===== config.mk =====
export PLATFORM = sky130hd
export DESIGN_NAME = sequential_divider
export DESIGN_NICKNAME = d
export VERILOG_FILES = /design/src/rtl/sequential_divider.sv
export SDC_FILE = /design/constraint.sdc
export NUM_CORES = 1
export LEC_CHECK = 0
export CAP_MARGIN = 20
export CORE_ASPECT_RATIO = 1.1
export CORE_MARGIN = 1
export CORE_UTILIZATION = 57
export DETAILED_ROUTE_END_ITERATION = 8
export PLACE_DENSITY_LB_ADDON = 0.12
export SLEW_MARGIN = 5
export SYNTH_ARGS = -nofsm -noshare
export SYNTH_HDL_FRONTEND = slang
export SYNTH_SLANG_ARGS = --single-unit

===== constraint.sdc =====
create_clock -name clk -period 4.3 [get_ports clk]
set_input_delay 0.43 -clock clk [delete_from_list [all_inputs] [get_ports clk]]
set_output_delay 0.43 -clock clk [all_outputs]
set_load 0.02 [all_outputs]

===== src/rtl/sequential_divider.sv =====
// sequential_divider: 16-bit by 8-bit unsigned restoring divider.
// One shift-subtract step per clock, MSB first, over 16 RUN cycles.
// A zero divisor bypasses RUN and reports div_by_zero with the result.
// Optional build macro: DIV_EARLY_EXIT_EN. When defined, dividend < divisor
// finishes straight from IDLE. When undefined, every nonzero divisor takes
// the full 16 RUN cycles. Results are the same in both builds.
module sequential_divider (
   input  logic        clk,
   input  logic        reset,
   input  logic        start,
   input  logic [15:0] dividend,
   input  logic [7:0]  divisor,
   output logic [15:0] quotient,
   output logic [7:0]  remainder,
   output logic        busy,
   output logic        done,
   output logic        div_by_zero
);

   typedef enum logic [1:0] {StIdle, StRun, StDone} state_e;

   state_e      state_q;
   logic [15:0] dvd_q;      // dividend shifts out the top; quotient bits shift in below
   logic [7:0]  dvs_q;
   logic [7:0]  rem_q;
   logic [3:0]  cnt_q;

   logic [8:0]  rem_shift;
   logic [8:0]  diff;
   logic        q_bit;
   logic [7:0]  rem_next;
   logic        early_exit;

   // One restoring step: shift in the next dividend bit and trial-subtract
   always_comb begin
      rem_shift = {rem_q, dvd_q[15]};
      diff      = rem_shift - {1'b0, dvs_q};
      // rem_shift < 2*divisor, so bit 8 of the difference is the borrow
      q_bit     = ~diff[8];
      rem_next  = q_bit ? diff[7:0] : rem_shift[7:0];
   end

   // Decide whether an accepted start can finish without running
   always_comb begin
`ifdef DIV_EARLY_EXIT_EN
      early_exit = (divisor != 8'd0) && (dividend < {8'd0, divisor});
`else
      early_exit = 1'b0;
`endif
   end

   // Control FSM with registered outputs and datapath registers
   always_ff @(posedge clk) begin
      if (reset) begin
         state_q     <= StIdle;
         dvd_q       <= 16'd0;
         dvs_q       <= 8'd0;
         rem_q       <= 8'd0;
         cnt_q       <= 4'd0;
         quotient    <= 16'd0;
         remainder   <= 8'd0;
         busy        <= 1'b0;
         done        <= 1'b0;
         div_by_zero <= 1'b0;
      end else begin
         case (state_q)
            StIdle: begin
               done <= 1'b0;
               if (start) begin
                  dvd_q       <= dividend;
                  dvs_q       <= divisor;
                  rem_q       <= 8'd0;
                  cnt_q       <= 4'd0;
                  div_by_zero <= 1'b0;
                  if (divisor == 8'd0) begin
                     state_q     <= StDone;
                     done        <= 1'b1;
                     div_by_zero <= 1'b1;
                     quotient    <= 16'hFFFF;
                     remainder   <= dividend[7:0];
                  end else if (early_exit) begin
                     state_q   <= StDone;
                     done      <= 1'b1;
                     quotient  <= 16'd0;
                     remainder <= dividend[7:0];
                  end else begin
                     state_q <= StRun;
                     busy    <= 1'b1;
                  end
               end
            end
            StRun: begin
               dvd_q <= {dvd_q[14:0], q_bit};
               rem_q <= rem_next;
               cnt_q <= cnt_q + 4'd1;
               if (cnt_q == 4'd15) begin
                  state_q   <= StDone;
                  busy      <= 1'b0;
                  done      <= 1'b1;
                  quotient  <= {dvd_q[14:0], q_bit};
                  remainder <= rem_next;
               end
            end
            StDone: begin
               done    <= 1'b0;
               state_q <= StIdle;
            end
            default: begin
               state_q <= StIdle;
               busy    <= 1'b0;
               done    <= 1'b0;
            end
         endcase
      end
   end

endmodule


metal_stack.png
Only two layers are drawn.
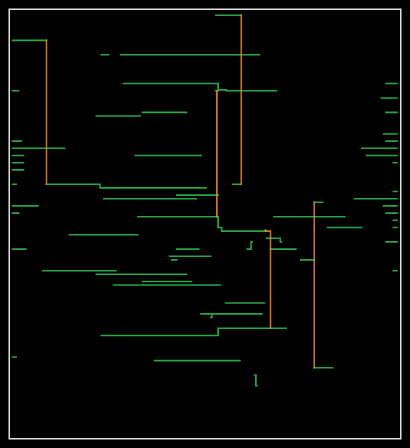
Orange is met4, wire length 134 µm. Green is met3, wire length 453 µm.
number of vias after detailed routing: 3048
aggregate routed wire length: 7890 µm
Total Routing Usage GR: 28.2%

clock_map.png
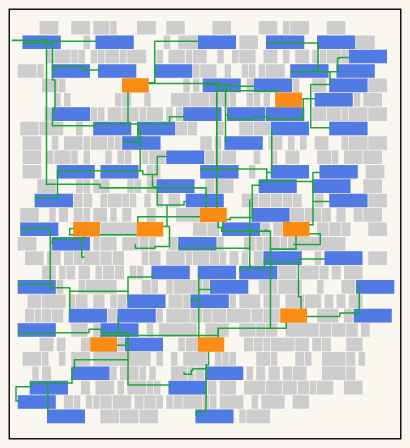
Blue is flip-flops, count 65. Green is clock wires, length 862 µm. Orange is cells driving clock nets, count 9.
There are 10 routed clock nets.
largest clock skew in the final design: 0.0108 ns
clock power share: 33.6%
Latency at later pin: 0.35 ns
Clock Power: 600 µW

pins.png
Pins as bars across the die edge, other pins in gray.
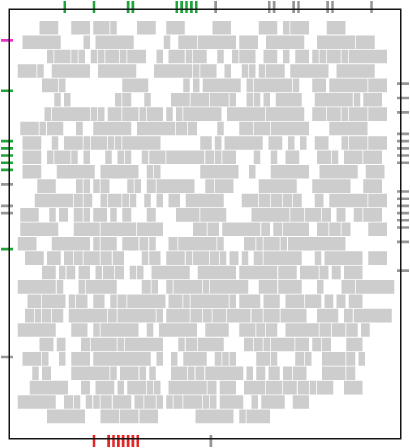
Magenta is clk, pins 1, direction input, edge west. Green is dividend, pins 16, direction input, edge 9 north, 7 west. Red is divisor, pins 8, direction input, edge south.

==> impl_metrics.tcl <==
# implementation run metrics
set metrics [dict create \
    status "finished clean" \
    ys.warnings.count 0 \
    sinks_on_clock_net 65 \
    post-route-drc-count 0 \
    path_cells "inv_1, ha_1, inv_1, fa_1, a211oi_2, o211a_4, o211a_1, mux2_4, a21oi_2" \
    tool_warnings 26 \
    cpMaxStageDelayCell "fa_1" \
    cellInternalPower_mw 1.19 \
    clockBufferDepth 2 \
    critical_path_fanouts_max 8 \
    fillCellCount 432 \
    post_route_cells_drive_above_1_share_pct 7.35 \
    insertedDiodeCount 0 \
    io_buffer_count 53 \
    grt_start_max_net_pins 57 \
    cts_resized 0 \
    synthTopCellsByArea "dfxtp_1 (40%), nand2_1 (8.4%), nor2_1 (6.6%), a211oi_1 (4.4%), a21oi_1 (3.9%)" \
    cts.htree.levels 3 \
    post-route-min-period_ns 2.56 \
    power.switching_fraction_pct 33.2 \
    synthesis.instances 406 \
    rows 28 \
    drt-vias-per-instance 5.82 \
    leakagePower_nw 1.49 \
    rel_slew_slack_pct 33.1 \
    layout_overhead_on_the_synthesized_area_pct 23.0 \
    cts_buffers 9 \
    design_power_total_mw 1.79 \
    postCtsSetupRepairBufs 0 \
    chip_area_mm2 0.00596 \
    yosysCellCount 406 \
    synth_flops 65 \
    final-setup-viol-count 0 \
    dieHeight_um 80.9 \
    critical_path.max_stage_delay_ns 0.42 \
    timing.final.crit_share_pct 59.5 \
    synth.cell_area_mm2 0.00322 \
    fmax_mhz 391 \
    comb_power_share_pct 27.3 \
    post-synth-top-area-cell "dfxtp_1" \
    maxSlewViolCount 0 \
    worst_setup_hold_path_clk_slew_ns 0.08 \
    io_pins 54 \
    dpl.hpwl_um 5480 \
    fp-utilization_pct 59.4 \
    arrival_ns 2.83 \
    first_global_vias 2643 \
    core_mm2 0.00543 \
    cts.root.buffer_cell "clkbuf_8" \
    vdd_drop_max_uv 419 \
    dieWidth_um 73.7 \
    syn_avg_cell_area_um2 7.94 \
    timing.critical_path.from_type "register" \
    critical_path.endpoint_type "register" \
    worst_slew_pin_slew_ns 1.00 \
    timing.hold.worst.class "register to register" \
    drtPass1Iterations 5 \
    gr-total-overflow 0 \
    critical_path_rt_ns 4.57 \
    yosys_area_mm2 0.00322 \
    grt_first_pass_wirelength_um 12700 \
    maxCapViolations 0 \
    postSynthNetCount 443 \
    cts_tree "built" \
    synth.distinct_cells 53 \
    number_of_antenna_violations_at_the_first_check_in_global_routing 0 \
    setup-tns-final_ns 0 \
    hold_buffers 0 \
    pd_cells_mw_per_mm2 451 \
    rsz0062_at_grt "no" \
    globalplace.congestion 0.844 \
    critical_path.top_delay_family "AND-OR/OR-AND gates" \
    synth_top_area_share_pct 40.4 \
    hold_viol_final 0 \
    seq_power_share_pct 39.1 \
    crit_top_cell "inv_1" \
    switchingPower_uw 594 \
    total_buffers_and_inverters_traversed_by_the_critical_path 2 \
    nNetsFinal 481 \
    setup.worst_path.class "register to register" \
    drt-initial-drc-count 217 \
    postRouteAntennaNets 0 \
    ys_seq_share_pct 40.4 \
]
final_congestion.png
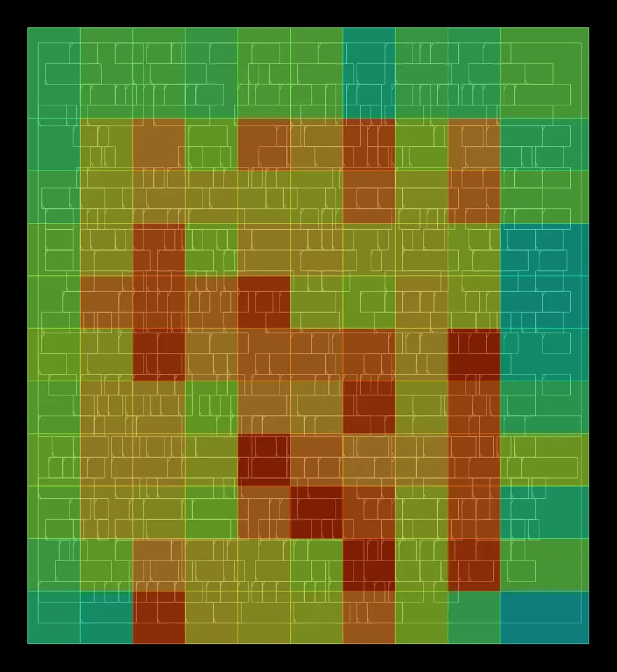
global routing met3 resource utilization: 8.31%
fraction of met1 tracks used by global routing: 39.9%
met2 layer usage reported by global route: 41.3%
Post-Route Utilization: 73.0%
average wire per standard cell: 15.1 µm

cell_classes.png
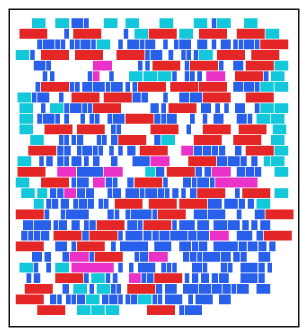
Cyan is other buffers and delay cells, cells 56, share of their area 14%. Magenta is clock drivers and dummy loads, cells 16, share of their area 5.8%. Blue is all other logic, cells 312, share of their area 46%. Red is flip-flops, cells 65, share of their area 34%.

[cell usage after synthesis, drive strengths merged]
master	number
nor2	57
o311ai	1
o211ai	7
o21a	2
nand4	2
o211a	3
nand3	4
mux2i	3
o2111ai	2
and2	4
nor2b	3
clkbuf	20
a2111o	1
nor3b	2
a211oi	20
or3	2
a21oi	27
a311oi	13
nor3	7
o32ai	1
xor2	1
a222oi	1
o21ai	23
o22ai	3
nor4	2
a221oi	1
mux2	2
a211o	3
xnor2	1
a41oi	1
inv	14
a21o	1
fa	1
or2	1
dfxtp	65
nand2b	5
a31oi	8
ha	9
nand4b	1
buf	9
nand2	72
a21boi	1
[cell families after synthesis]
kind of cell,synth area share (%)
and+or+nand+nor,21.3
xor gates and xnor gates,0.543
muxes,1.75
adders and majority gates,4.11
buffers and inverters,5.55
DFF,40.4
AOI/OAI and AO/OA,26.4
[power groups by stage]
stage	combinational [mW]	sequential [mW]	clock, mW
floorplan	0.346	0.719	0
global placement	0.471	0.710	0
detailed placement	0.482	0.712	0
CTS	0.486	0.698	0.601
global route	0.537	0.705	0.629
finish	0.488	0.699	0.600
[metal layers]
metal	share of wire, %	GRT usage, %	vias up
li1	-	-	1522
met1	48	39.9	1416
met2	44	41.3	98
met3	5.7	8.31	12
met4	1.7	8.46	0
met5	0	0	-
[flip-flops by register name, indices dropped and copies added (netlist names)]
signal / flops
busy: 1
dvs_q: 8
cnt_q: 4
rem_q: 8
dvd_q: 16
done: 1
remainder: 8
quotient: 16
state_q: 2
div_by_zero: 1
[per-stage QoR]
step | hold WS, ns | instances | setup slack, ns | utilization, % | area [µm²]
floorplan | 0.436 | 406 | 2.05 | - | 3220
global placement | 0.444 | 508 | 1.56 | 68.9 | 3740
detailed placement | 0.457 | 508 | 1.45 | 68.9 | 3740
CTS | 0.467 | 524 | 1.75 | 73.0 | 3970
global route | 0.494 | 524 | 1.53 | 73.0 | 3970
finish | 0.462 | 524 | 1.74 | 73.0 | 3970
[tightest hold or removal path, cell delays in order, from the launching register on]
cell     delay (ns)
dfxtp_1        0.32
nand2_1        0.05
a21oi_1        0.05
[layout make-up]
| type | count | area, µm² | share of cell area, % |
|---|---|---|---|
| Multi-Input combinational cell | 298 | 1750 | 44.0 |
| Timing Repair Buffer | 56 | 548 | 13.8 |
| Inverter | 14 | 52.6 | 1.32 |
| Clock buffer | 9 | 124 | 3.12 |
| Clock inverter | 7 | 100 | 2.52 |
| Tap cell | 75 | 93.8 | 2.37 |
| Sequential cell | 65 | 1300 | 32.8 |
[placed cells by master, fill, tap and decap left out, types with 4 or more instances in the layout]
cell and instances:
nand3_1 4, nand2b_1 5, ha_1 9, clkbuf_8 9
clkdlybuf4s50_1 52, a311oi_1 13, dfxtp_1 65, inv_1 14
nor2_1 57, a21oi_1 25, and2_1 4, a31oi_1 7
o211ai_1 5, nand2_1 72, o21ai_0 23, a211oi_1 19
nor3_1 7
[worst paths after layout]
kind | startpoint | end | slack, ns | cells after the start
hold reg to reg | dvs_q[1] | dvs_q[1] | 0.46 | 2
setup reg to reg | dvd_q[15] | rem_q[1] | 1.74 | 9
setup / recovery | dvd_q[15] | rem_q[1] | 1.74 | 9
hold / removal | dvs_q[1] | dvs_q[1] | 0.46 | 2
Power figures rest on the tool's default switching activity, not on a simulated workload.
